===== config.mk =====
export PLATFORM = sky130hd
export DESIGN_NAME = audio_mem_responder
export DESIGN_NICKNAME = d
export VERILOG_FILES = /design/src/rtl/audio_mem_pkg.sv /design/src/rtl/audio_mem_wait_timer.sv /design/src/rtl/audio_mem_responder.sv
export SDC_FILE = /design/constraint.sdc
export NUM_CORES = 1
export LEC_CHECK = 0
export CORE_MARGIN = 5
export CORE_UTILIZATION = 38
export CTS_CLUSTER_DIAMETER = 60
export DETAILED_ROUTE_END_ITERATION = 6
export PLACE_DENSITY_LB_ADDON = 0.2
export SYNTH_ARGS = -nofsm -noshare
export SYNTH_HDL_FRONTEND = slang
export SYNTH_SLANG_ARGS = --single-unit

===== constraint.sdc =====
create_clock -name clk -period 2 [get_ports clk]
set_clock_uncertainty 0.1 [all_clocks]
set_input_delay 0.4 -clock clk [delete_from_list [all_inputs] [get_ports clk]]
set_output_delay 0.4 -clock clk [all_outputs]
set_load 0.1 [all_outputs]

===== src/rtl/audio_mem_pkg.sv =====
// Shared constants for the audio memory responder and the IO-side code that talks to it:
// FSM encoding, default access timing, bus widths and the IO mailbox addresses.
package audio_mem_pkg;

    localparam int unsigned AUDIO_ADDR_W      = 23;
    localparam int unsigned AUDIO_REQ_ADDR_W  = 24;
    localparam int unsigned AUDIO_DATA_W      = 16;
    localparam int unsigned AUDIO_TIMER_W     = 4;
    localparam int unsigned AUDIO_WAIT_CYCLES = 7;

    localparam logic [2:0] ST_IDLE    = 3'd0;
    localparam logic [2:0] ST_SETUP   = 3'd1;
    localparam logic [2:0] ST_ACCESS  = 3'd2;
    localparam logic [2:0] ST_DONE    = 3'd3;
    localparam logic [2:0] ST_RECOVER = 3'd4;

    localparam logic [13:0] MBOX_BUTTON    = 14'h3FFC;
    localparam logic [13:0] MBOX_DONE_FLAG = 14'h3FFE;
    localparam logic [13:0] MBOX_COMMAND   = 14'h3FFF;

    typedef logic [AUDIO_DATA_W-1:0] audio_word_t;

endpackage


===== src/rtl/audio_mem_wait_timer.sv =====
// Loadable down-counter that times the strobe-low window of one PSRAM access.
// o_tc is high while the count sits at zero; decrementing stops there.
module audio_mem_wait_timer
    import audio_mem_pkg::*;
(
    input  logic                     clk,
    input  logic                     rst_n,
    input  logic                     i_load,
    input  logic [AUDIO_TIMER_W-1:0] i_load_val,
    input  logic                     i_dec,
    output logic                     o_tc
);

    logic [AUDIO_TIMER_W-1:0] r_count;

    always_ff @(posedge clk or negedge rst_n) begin
        if (!rst_n) begin
            r_count <= '0;
        end else if (i_load) begin
            r_count <= i_load_val;
        end else if (i_dec && (r_count != '0)) begin
            r_count <= r_count - 1'b1;
        end
    end

    assign o_tc = (r_count == '0);

endmodule


===== src/rtl/audio_mem_responder.sv =====
// Audio request responder: turns each level-held request into one timed async PSRAM access.
// Optional AUDIO_MEM_RANGE_GUARD_EN: addresses above DEPTH_WORDS complete without touching memory.
module audio_mem_responder
    import audio_mem_pkg::*;
#(
    parameter int unsigned       WAIT_CYCLES = AUDIO_WAIT_CYCLES,
    parameter int unsigned       ADDR_W      = AUDIO_ADDR_W,
    parameter logic [ADDR_W-1:0] DEPTH_WORDS = ADDR_W'(23'h7FFFFF)
) (
    input  logic                        clk,
    input  logic                        rst_n,
    input  logic                        audio_req,
    input  logic [AUDIO_REQ_ADDR_W-1:0] audio_addr,
    input  logic                        audio_we,
    input  logic [AUDIO_DATA_W-1:0]     audio_wdata,
    output logic [AUDIO_DATA_W-1:0]     audio_rdata,
    output logic                        audio_data_ready,
    output logic                        busy,
    output logic [ADDR_W-1:0]           mem_addr,
    output logic [AUDIO_DATA_W-1:0]     mem_dq_o,
    input  logic [AUDIO_DATA_W-1:0]     mem_dq_i,
    output logic                        mem_dq_oe,
    output logic                        mem_ce_n,
    output logic                        mem_oe_n,
    output logic                        mem_we_n,
    output logic                        mem_ub_n,
    output logic                        mem_lb_n,
    output logic                        mem_adv_n,
    output logic                        mem_clk,
    output logic                        mem_cre
`ifdef AUDIO_MEM_RANGE_GUARD_EN
    ,
    output logic                        oor_err
`endif
);

    localparam logic [AUDIO_TIMER_W-1:0] LP_LOAD = AUDIO_TIMER_W'(WAIT_CYCLES - 1);

    logic [2:0]              r_state;
    logic                    r_we;
    logic [ADDR_W-1:0]       r_mem_addr;
    audio_word_t             r_dq_o;
    audio_word_t             r_rdata;
    logic                    r_dq_oe;
    logic                    r_ce_n;
    logic                    r_oe_n;
    logic                    r_we_n;
    logic                    r_bytes_n;
    logic                    r_data_ready;
    logic                    r_busy;
    logic                    w_tc;
    logic                    w_skip;

`ifdef AUDIO_MEM_RANGE_GUARD_EN
    logic                    r_oor_err;

    assign w_skip = (audio_addr > AUDIO_REQ_ADDR_W'(DEPTH_WORDS));

    always_ff @(posedge clk or negedge rst_n) begin
        if (!rst_n) begin
            r_oor_err <= 1'b0;
        end else if ((r_state == ST_IDLE) && audio_req && w_skip) begin
            r_oor_err <= 1'b1;
        end
    end

    assign oor_err = r_oor_err;
`else
    logic                    w_unused_addr_hi;

    assign w_skip           = 1'b0;
    assign w_unused_addr_hi = ^{audio_addr[AUDIO_REQ_ADDR_W-1:ADDR_W], DEPTH_WORDS};
`endif

    audio_mem_wait_timer u_wait_timer (
        .clk        (clk),
        .rst_n      (rst_n),
        .i_load     (r_state == ST_SETUP),
        .i_load_val (LP_LOAD),
        .i_dec      (r_state == ST_ACCESS),
        .o_tc       (w_tc)
    );

    // Outputs are registered with the values of the state being entered, so the
    // pins already show SETUP/ACCESS/DONE/RECOVER behaviour during that state.
    always_ff @(posedge clk or negedge rst_n) begin
        if (!rst_n) begin
            r_state      <= ST_IDLE;
            r_we         <= 1'b0;
            r_mem_addr   <= '0;
            r_dq_o       <= '0;
            r_rdata      <= '0;
            r_dq_oe      <= 1'b0;
            r_ce_n       <= 1'b1;
            r_oe_n       <= 1'b1;
            r_we_n       <= 1'b1;
            r_bytes_n    <= 1'b1;
            r_data_ready <= 1'b0;
            r_busy       <= 1'b0;
        end else begin
            r_data_ready <= 1'b0;
            case (r_state)
                ST_IDLE: begin
                    if (audio_req) begin
                        r_we   <= audio_we;
                        r_busy <= 1'b1;
                        if (w_skip) begin
                            r_state      <= ST_DONE;
                            r_data_ready <= 1'b1;
                            if (!audio_we) begin
                                r_rdata <= '0;
                            end
                        end else begin
                            r_state    <= ST_SETUP;
                            r_mem_addr <= audio_addr[ADDR_W-1:0];
                            r_ce_n     <= 1'b0;
                            r_bytes_n  <= 1'b0;
                            if (audio_we) begin
                                r_dq_o  <= audio_wdata;
                                r_dq_oe <= 1'b1;
                            end
                        end
                    end
                end
                ST_SETUP: begin
                    r_state <= ST_ACCESS;
                    if (r_we) begin
                        r_we_n <= 1'b0;
                    end else begin
                        r_oe_n <= 1'b0;
                    end
                end
                ST_ACCESS: begin
                    if (w_tc) begin
                        r_state      <= ST_DONE;
                        r_oe_n       <= 1'b1;
                        r_we_n       <= 1'b1;
                        r_data_ready <= 1'b1;
                        if (!r_we) begin
                            r_rdata <= mem_dq_i;
                        end
                    end
                end
                ST_DONE: begin
                    r_state   <= ST_RECOVER;
                    r_ce_n    <= 1'b1;
                    r_bytes_n <= 1'b1;
                    r_dq_oe   <= 1'b0;
                end
                ST_RECOVER: begin
                    r_state <= ST_IDLE;
                    r_busy  <= 1'b0;
                end
                default: begin
                    r_state   <= ST_IDLE;
                    r_busy    <= 1'b0;
                    r_ce_n    <= 1'b1;
                    r_oe_n    <= 1'b1;
                    r_we_n    <= 1'b1;
                    r_bytes_n <= 1'b1;
                    r_dq_oe   <= 1'b0;
                end
            endcase
        end
    end

    assign audio_rdata      = r_rdata;
    assign audio_data_ready = r_data_ready;
    assign busy             = r_busy;
    assign mem_addr         = r_mem_addr;
    assign mem_dq_o         = r_dq_o;
    assign mem_dq_oe        = r_dq_oe;
    assign mem_ce_n         = r_ce_n;
    assign mem_oe_n         = r_oe_n;
    assign mem_we_n         = r_we_n;
    assign mem_ub_n         = r_bytes_n;
    assign mem_lb_n         = r_bytes_n;
    assign mem_adv_n        = 1'b0;
    assign mem_clk          = 1'b0;
    assign mem_cre          = 1'b0;

endmodule

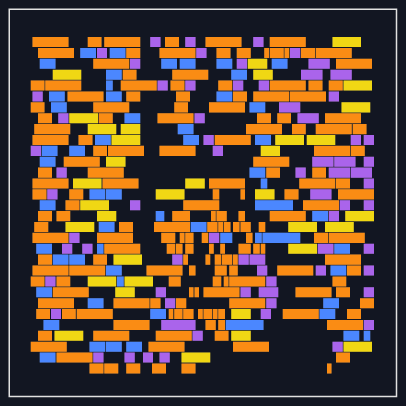
(run_1/sizes.png)
Scale: 4 px per um.
orange -> _0 and _1 cells  # cells 177, share 52%
yellow -> _6 and larger  # cells 34, share 10%
blue -> _2 cells  # cells 57, share 17%
purple -> _3 and _4 cells  # cells 70, share 21%
Design Area, Final: 0.004539 mm2
Final Worst Setup Slack: -0.02981 ns
number of non-clock buffers in the layout: 138
Layout Area Growth over Synthesis: 59.96%

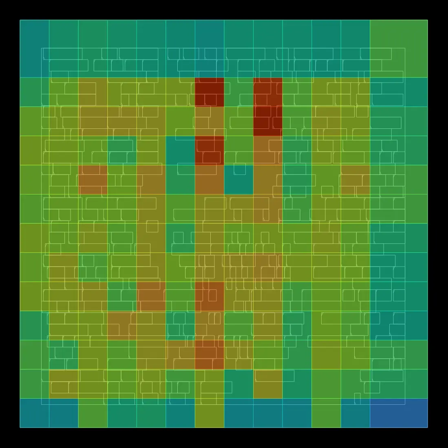
(run_1/congestion.png)
gr usage total: 15.15%
M2 GR Usage: 22.02%
met1 usage: 18.61%

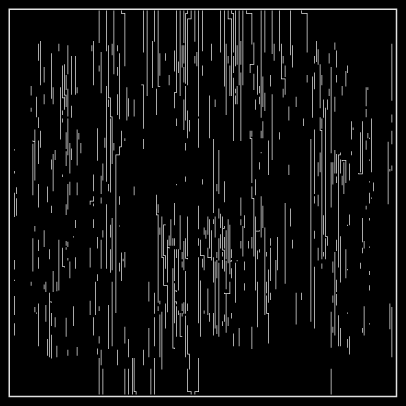
(run_1/layer_met2.png)
Scale: 4 px per um.
share of all routed wire = 44%
nets with wire on the layer = 362
Detailed Route WL: 6776 um
vias post-DR: 2,053

==> impl_metrics.tcl, run 1 <==
# flow metrics
set metrics [dict create \
    mostFrequentLayoutCells "dfrtp_1 (66), clkdlybuf4s50_1 (57), buf_4 (56), mux2_2 (46), buf_12 (23)" \
    hold_depth 1 \
    ys_sh_aoi_pct 4.894 \
    reg2reg_depth 3 \
    synthAdderAreaFrac_pct 0.4409 \
    antenna_found_initial 0 \
    edf_count 0 \
    drive_gt1_share_pct 47.63 \
    rsz0062_at_grt "true" \
    ys_cells 195 \
    start_kind "flip-flop" \
    violations "negative setup slack" \
    dpl.cell_count 418 \
    fin_tns_setup_ns -0.1876 \
    cts_tree "built" \
    finalHoldViolations 0 \
    status "finished with violations" \
    path_max_fanout 8 \
    cp_num_buf_inv 0 \
    dieArea_mm2 0.009296 \
    viasPerCell 4.698 \
    htree_levels 3 \
    ys_chip_area_mm2 0.002838 \
    cts_resized 1 \
    worst-setup-path-type "reg2reg" \
    slew_violations 0 \
    finalSetupViolations 8 \
    layout_setup_ws_ns -0.02981 \
    holdPathEnd "audio_rdata[0]$_DFFE_PN0P_" \
    core_mm2 0.007253 \
    period_needed_ns 2.030 \
    r2r_end "audio_rdata[12]$_DFFE_PN0P_" \
    cts_root_buffer "clkbuf_8" \
]
## run 1: layout make-up
| cell class | instances | area (um2) |
|---|---|---|
| inverter | 8 | 30.03 |
| sequential | 69 | 1730 |
| timing repair buffer | 138 | 1466 |
| tap | 99 | 123.9 |
| clock buffer | 11 | 151.4 |
| multi-input combinational | 107 | 1012 |
| fill | 584 | 2714 |
| clock inverter | 5 | 25.02 |
## run 1: cell usage after synthesis, types with 2 or more instances
library cell / number
a211oi_1: 2
a31oi_1: 3
buf_2: 2
buf_4: 6
buf_6: 2
clkbuf_1: 4
dfrtp_1: 66
dfstp_2: 3
inv_1: 8
mux2_2: 46
mux2_4: 10
nor2_1: 7
nor3_1: 5
o211ai_1: 2
o21ai_0: 8
## run 1: flip-flops by register name, indices dropped and copies added, names as in the netlist
register	cells
mem_we_n	1
mem_oe_n	1
audio_data_ready	1
r_we	1
mem_dq_oe	1
audio_rdata	16
mem_lb_n	1
busy	1
mem_addr	23
u_wait_timer.r_count	4
r_state	3
mem_dq_o	16
## run 1: worst reg2reg max path, stage by stage, from the launching register on
cell and delay (ns):
dfrtp_1 0.38, or4b_4 0.55, or4_4 0.55, mux2_4 0.34
## run 1: layer usage
layer | wire length [um] | track usage (%) | part of all wire [%]
met5 | 0 | 0 | 0
met4 | 39 | 5.140 | 0.58
met3 | 923 | 9.140 | 14
met2 | 2992 | 22.02 | 44
met1 | 2821 | 18.61 | 42
==> inputs of run 2 (changes only) <==
PLACE_DENSITY = 0.73   (was unset)
PLACE_DENSITY_LB_ADDON = unset   (was 0.2)
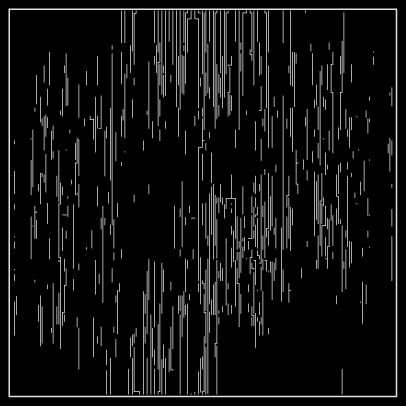
(run_2/layer_met2.png)
Scale: 4 px per um.
share of all routed wire = 49%
longest straight run = 42.8 um
nets with wire on the layer = 366
vias post-DR: 2,041
Detailed Route WL: 6896 um
M2 GR Usage: 24.84%

==> run 2 against run 1 <==
  * The flow still finishes with violations (negative setup slack)
  * Area after synthesis unchanged
  * Register-to-register slack worse by 0.04 ns
  * Global-route usage increased by 0.21 points
  * Worst setup slack worse by 0.045 ns
  * Cell count down 0.92%
  * Hold slack got worse by 0.0019 ns
  * Non-clock buffer count shrank 4
  * Synthesized cell count is the same
  * First-iteration DRC count rose by 7.4%
  * Highest routed layer unchanged
==> impl_metrics.tcl, run 2 <==
# flow metrics
set metrics [dict create \
    grtUsageTotal_pct 15.37 \
    yosysMostFrequentCell "dfrtp_1" \
    finalSetupViolations 16 \
    status "finished with violations" \
    violations "negative setup slack" \
    final_cell_area_mm2 0.004622 \
    top_cells_by_count "dfrtp_1 (66), mux2_2 (46), mux2_4 (10)" \
    worst-setup-path-type "reg2reg" \
    ys_sh_aoi_pct 4.894 \
    dpl.cell_count 415 \
    ys_cells 195 \
    layout_setup_ws_ns -0.07438 \
    mostFrequentLayoutCells "dfrtp_1 (66), clkdlybuf4s50_1 (57), mux2_2 (46), buf_4 (46), buf_12 (29)" \
    largest_reg_flops 23 \
    core_mm2 0.007253 \
    dieArea_mm2 0.009296 \
    path_max_fanout 8 \
    drive_gt1_share_pct 46.71 \
    viasPerCell 4.714 \
    ys_chip_area_mm2 0.002838 \
    antenna_found_initial 0 \
]
==> run 2: cell counts after synthesis <==
Identical to the previous run, type by type.
==> run 2: area by class of cell <==
cell class	instances	area, um2	share of cell area [%]
clock buffers	10	127.6	2.761
clock inverters	6	86.33	1.868
well taps	99	123.9	2.680
inverters	8	30.03	0.6497
multi-input cells	107	1012	21.90
repair buffers	134	1511	32.70
flip-flops and latches	69	1730	37.44
==> run 2: worst paths after layout <==
path	from	end	slack (ns)	depth (start not counted)
min reg2reg	audio_rdata[0]$_DFFE_PN0P_	audio_rdata[0]$_DFFE_PN0P_	0.41	1
max reg2reg	u_wait_timer.r_count[2]$_DFFE_PN0P_	audio_rdata[14]$_DFFE_PN0P_	-0.07	3
max	u_wait_timer.r_count[2]$_DFFE_PN0P_	audio_rdata[14]$_DFFE_PN0P_	-0.07	3
min	audio_rdata[0]$_DFFE_PN0P_	audio_rdata[0]$_DFFE_PN0P_	0.41	1
max in group asynchronous	rst_n	mem_we_n$_DFFE_PN1P_	0.75	3
min in group asynchronous	rst_n	audio_rdata[15]$_DFFE_PN0P_	0.48	2
==> run 2: repair_timing <==
| item | CTS | global route |
|---|---|---|
| setup endpoints to repair | 16 | 16 |
| resized | 1 | 0 |
| hold buffers | 1 | 0 |
| hold endpoints to repair | 18 | 0 |
| gates cloned | 1 | 0 |
==> run 2: critical path: stages (launching register included) <==
cell	delay (ns)
dfrtp_1	0.40
or4b_4	0.57
or4_4	0.55
mux2_4	0.33
==> run 2: routing by layer <==
layer | routed length, um | global-route usage, % | up-vias
met5 | 0 | 0 | -
met4 | 90 | 4.907 | 0
met3 | 723 | 6.662 | 8
met2 | 3384 | 24.84 | 82
met1 | 2697 | 18.52 | 994
li1 | - | - | 957
==> inputs of run 3 (changes only) <==
CTS_CLUSTER_SIZE = 28   (was unset)
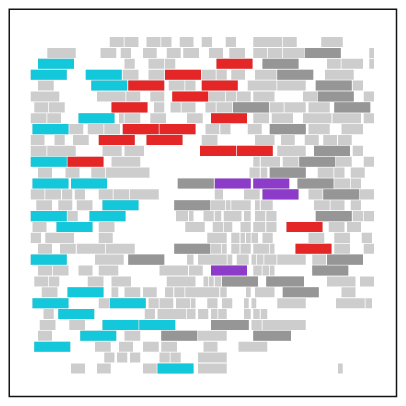
(run_3/flops_by_reg.png)
Scale: 4 px per um.
red -> `mem_dq_o`  # placed flops 16
purple -> `u_wait_timer.r_count`  # placed flops 4
cyan -> `mem_addr`  # placed flops 23
not coloured = 26
FF+latch area: 0.001730 mm2
fin util: 63.72%

==> run 3 against run 2 <==
  * Sequential share of layout area is the same
  * Design area did not move
  * First-iteration DRC count stayed put
  * Critical path type unchanged
  * Largest cell class unchanged
  * The flow still finishes with violations (negative setup slack)
  * Critical endpoint unchanged
  * Register-to-register slack barely moved
  * Hold slack unchanged
==> impl_metrics.tcl, run 3 <==
# flow metrics
set metrics [dict create \
    layout_setup_ws_ns -0.07438 \
    top_layer "met4" \
    holdPathEnd "audio_rdata[0]$_DFFE_PN0P_" \
    grt_use_met2_pct 24.84 \
    grt_use_met1_pct 18.52 \
    yosysMostFrequentCell "dfrtp_1" \
    grtUsageTotal_pct 15.37 \
    dr_wl_met2_um 3384 \
    wl_met1_um 2697 \
    hold_depth 1 \
    dr_wl_met3_um 723 \
    drive_gt1_share_pct 46.71 \
    finalSetupViolations 16 \
    status "finished with violations" \
    worst-setup-path-type "reg2reg" \
    ys_cells 195 \
    grt-busiest-layer "met2" \
    path_max_fanout 8 \
    viasPerCell 4.714 \
    grtUsageMet3_pct 6.662 \
    violations "negative setup slack" \
    timing.rr.start "u_wait_timer.r_count[2]$_DFFE_PN0P_" \
    holdCritStartpoint "audio_rdata[0]$_DFFE_PN0P_" \
    r2r_end "audio_rdata[14]$_DFFE_PN0P_" \
    dieArea_mm2 0.009296 \
    logic_area_mm2 0.001012 \
    mostFrequentLayoutCells "dfrtp_1 (66), clkdlybuf4s50_1 (57), mux2_2 (46), buf_4 (46), buf_12 (29)" \
    ys_chip_area_mm2 0.002838 \
    dpl.cell_count 415 \
    top_cells_by_count "dfrtp_1 (66), mux2_2 (46), mux2_4 (10)" \
]
==> run 3: worst max-delay path, stage by stage, from the launching register on <==
cell and delay [ns]:
dfrtp_1 0.40, or4b_4 0.57, or4_4 0.55, mux2_4 0.33
==> run 3: cells by family (layout without fill, tap and decap cells) <==
kind of cell / count (synthesis) / after routing / share of synthesized area (%)
mux: 57 / 57 / 23.90
compound gates: 21 / 21 / 4.894
flops: 69 / 69 / 60.98
xor+xnor: 1 / 1 / 0.3087
other cells: 1 / 3 / 0.1321
fa+ha+maj: 1 / 1 / 0.4408
simple gates: 23 / 24 / 5.027
buf+inv: 22 / 158 / 4.321
==> run 3: what timing repair did <==
item	in CTS	in global routing
hold endpoints to repair	18	0
hold buffers	1	0
gates resized	1	0
gates cloned	1	0
setup endpoints to repair	16	16
==> run 3: final cells by class <==
type	instances	share of cell area, %
Clock inverter	6	1.868
Sequential cell	69	37.44
Multi-Input combinational cell	107	21.90
Tap cell	99	2.680
Timing Repair Buffer	134	32.70
Clock buffer	10	2.761
Inverter	8	0.6497
==> run 3: worst max-delay path by stage <==
stage,startpoint,to,slack (ns),cells past startpoint
after global routing,u_wait_timer.r_count[2]$_DFFE_PN0P_,audio_rdata[14]$_DFFE_PN0P_,-0.10,3
after CTS,u_wait_timer.r_count[2]$_DFFE_PN0P_,audio_rdata[14]$_DFFE_PN0P_,-0.08,3
after floorplan,r_state[2]$_DFFE_PN0P_,audio_rdata[10]$_DFFE_PN0P_,-0.15,5
final,u_wait_timer.r_count[2]$_DFFE_PN0P_,audio_rdata[14]$_DFFE_PN0P_,-0.07,3
after detailed placement,u_wait_timer.r_count[2]$_DFFE_PN0P_,audio_rdata[14]$_DFFE_PN0P_,-0.09,3
after global placement,u_wait_timer.r_count[2]$_DFFE_PN0P_,audio_rdata[12]$_DFFE_PN0P_,-0.07,3
